Design drive_cmd_ctrl, sky130hd; sources not shown.
Fig. 1: floorplan with the power grid
Pins as bars on the die edge.
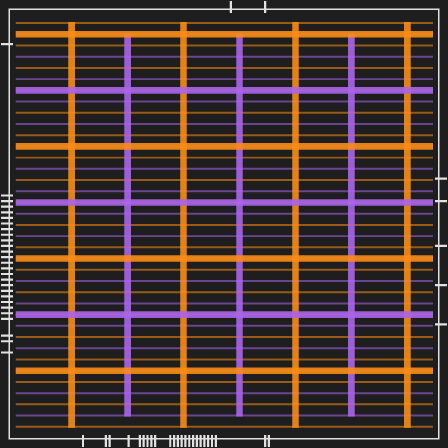
Orange is VSS. Purple is VDD.
37 met1 rails follow the rows. 58 signal pins sit on the boundary. 7 straps on met5.
maximum vdd drop: 370 uV
Die Wd: 104 um

Fig. 2: clock nets
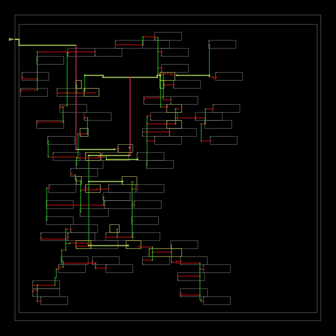
clock buffers created by TritonCTS: 9
sink count of the clock tree: 64
Clk power: 0.707 mW
clock buffer instance count of the final layout: 11

Fig. 3: sequential cells grouped by signal name
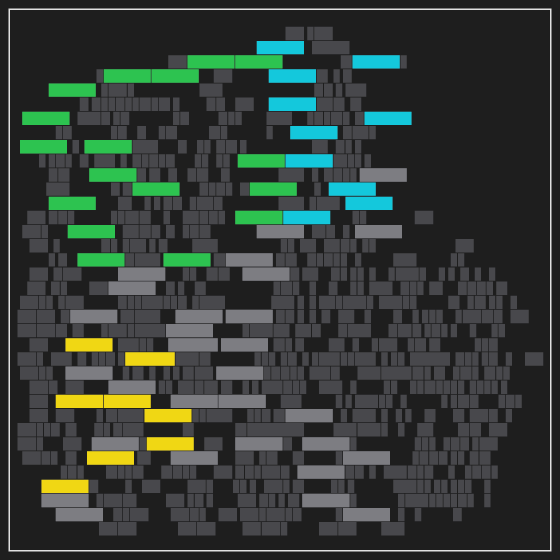
Cyan is u_spd_ramp.tick_cnt_r, sequential cells 10, where top middle. Yellow is dir_tgt_r, sequential cells 8, where bottom left. Green is wdog_r, sequential cells 17.
Another 29 sequential cells are not coloured.
sequential cell area share: 29.8%
end-of-flow core utilization: 54.3%
sequential power: 0.998 mW
register area: 1600 um2

==> reports/README.md <==
| Metric | Value | Unit |
|:---|:---|:---|
| Result of the run | finished, final reports clean | - |
| Syn. warnings | 0 | - |
| Kind of critical path | input pin to output pin | - |
| Max FFs per register | 17 | - |
| Minimum setup slack among reg-to-reg paths | 0.33 | ns |
| Proportion of power drawn by combinational gates | 40.5 | % |
| Amount of wire on met3 after detailed routing | 434 | um |
| Cell type with the highest aggregate area in the netlist | sky130_fd_sc_hd__dfrtp_1 | - |
| Number of distinct library cells after synthesis | 45 | - |
| Final-layout fill cell count | 946 | - |
| Chain of cells forming the critical path | clkdlybuf4s50_1 > nor2_4 > inv_4 > nor2_4 > clkdlybuf4s50_1 | - |
| Count of placed standard cells in the final layout, fillers left out | 812 | - |
| Area enclosed by the die boundary | 10800 | um2 |
| Instance tally after logic synthesis | 611 | - |
| Number of flops mapped to enable cells by yosys | 0 | - |
| Initial Utilization | 45.0 | % |
| Power density over the cells | 533 | nW/um2 |
| Antenna cell count | 0 | - |
| DR WL/cell | 12.5 | um |
| Leftover overflow at the end of global routing | 0 | - |
| Ranking of synthesized cells by instance count | sky130_fd_sc_hd__nand2_1 (152), sky130_fd_sc_hd__inv_1 (94), sky130_fd_sc_hd__dfrtp_1 (62) | - |
| Busiest metal layer after global routing | met2 | - |
| Cell count in the Yosys report | 611 | - |
| Antenna-violating nets left | 0 | - |
| Parity-gate share of the synthesized area counting xor and xnor cells | 2.55 | % |
| Number of buffers added on ports | 57 | - |
| Post-Syn Area | 4460 | um2 |
| Highest Clock Rate | 348 | MHz |
| Floorplan Core Area | 9910 | um2 |
| DR iter-0 viols | 219 | - |
| Number of antenna violations at the first check in global routing | 0 | - |
| Wirelength, routed | 10200 | um |
| Met2 usage in global routing | 32.4 | % |
| Clock Path Buffers | 2 | - |
| Switching portion of total power | 38.8 | % |
| Period Utilization, post-route | 92.6 | % |
| Met1 Usage GRT | 26.3 | % |
| Critical Path Fanout Max | 10 | - |
| Count of final max-slew check failures | 0 | - |
| Worst-case headroom to the max-slew limit | 67.7 | % |
| Critical Path AT | 2.05 | ns |
| Portion of total power attributed to the clock network | 24.7 | % |
| Most common reg cell | sky130_fd_sc_hd__dfrtp_1 | - |
| H-tree levels | 3 | - |
| Via count of the first global-routing pass | 3832 | - |
| Clock-pin slew on the worst setup and hold paths | 0.07 | ns |
| Area fraction in full adders, half adders and majority gates | 5.61 | % |
| Largest logic family | simple AND/OR/NAND/NOR gates | - |
| First-pass GRT wire length | 17500 | um |
| Mux contribution to synthesized area | 0 | % |
| Crit path buffers/inverters | 3 | - |
| Highest metal layer with signal wires | met4 | - |
| Commonest cells after routing, fill and taps aside | sky130_fd_sc_hd__nand2_1 (152), sky130_fd_sc_hd__inv_1 (93), sky130_fd_sc_hd__dfrtp_1 (62), sky130_fd_sc_hd__nand3_1 (59), sky130_fd_sc_hd__clkdlybuf4s50_1 (57) | - |
| Top logic cell by instance count in the layout | sky130_fd_sc_hd__nand2_1 | - |
| Post CTS Setup Buffer Count | 0 | - |
| Sequential area share after synthesis | 36.0 | % |
| Number of instances on the worst hold path | 1 | - |
| Worst hold slack | 0.272 | ns |
| Dominant class by area | combinational gates | - |
| Post-place instance area | 5190 | um2 |
| Number of placement rows | 36 | - |
| Cell class contributing the biggest share of worst-path delay | buffers and inverters | - |
| RePlAce Congestion | 0.901 | - |
| Finish-stage setup viols | 0 | - |
| Area share of the largest cell type after synthesis | 34.8 | % |
| Fraction of standard cell area in multi-input logic | 44.3 | % |
| Critical path's largest stage delay | 0.61 | ns |
| Number of logic inverters in the finished layout | 105 | - |
| Crit path depth | 5 | - |
| Proportion of layout cells with a drive suffix above 1 | 12.1 | % |
| Post-DR vias/cell | 5.03 | - |
| TritonCTS clock tree | yes | - |
| Pre-CTS setup slack | 0.231 | ns |
| Cell area leaders | sky130_fd_sc_hd__dfrtp_1 (35%), sky130_fd_sc_hd__nand2_1 (13%), sky130_fd_sc_hd__inv_1 (7.9%) | - |
| Per-instance average area after synthesis | 7.29 | um2 |
| Number of warning messages in the logs | 35 | - |
| Worst skew pair latency | 0.33 | ns |
| Number of storage elements in the synthesis netlist | 64 | - |
| Detailed-routing iteration count for the pre-antenna-repair pass | 5 | - |
| Global routing usage on met3 | 3.65 | % |
| Final worst setup slack | 0.229 | ns |
| Sequential cells | 64 | - |
| Met1 Routed Length | 4890 | um |
| Required @ worst endpoint | 2.28 | ns |
Power and IR drop assume default switching activity.
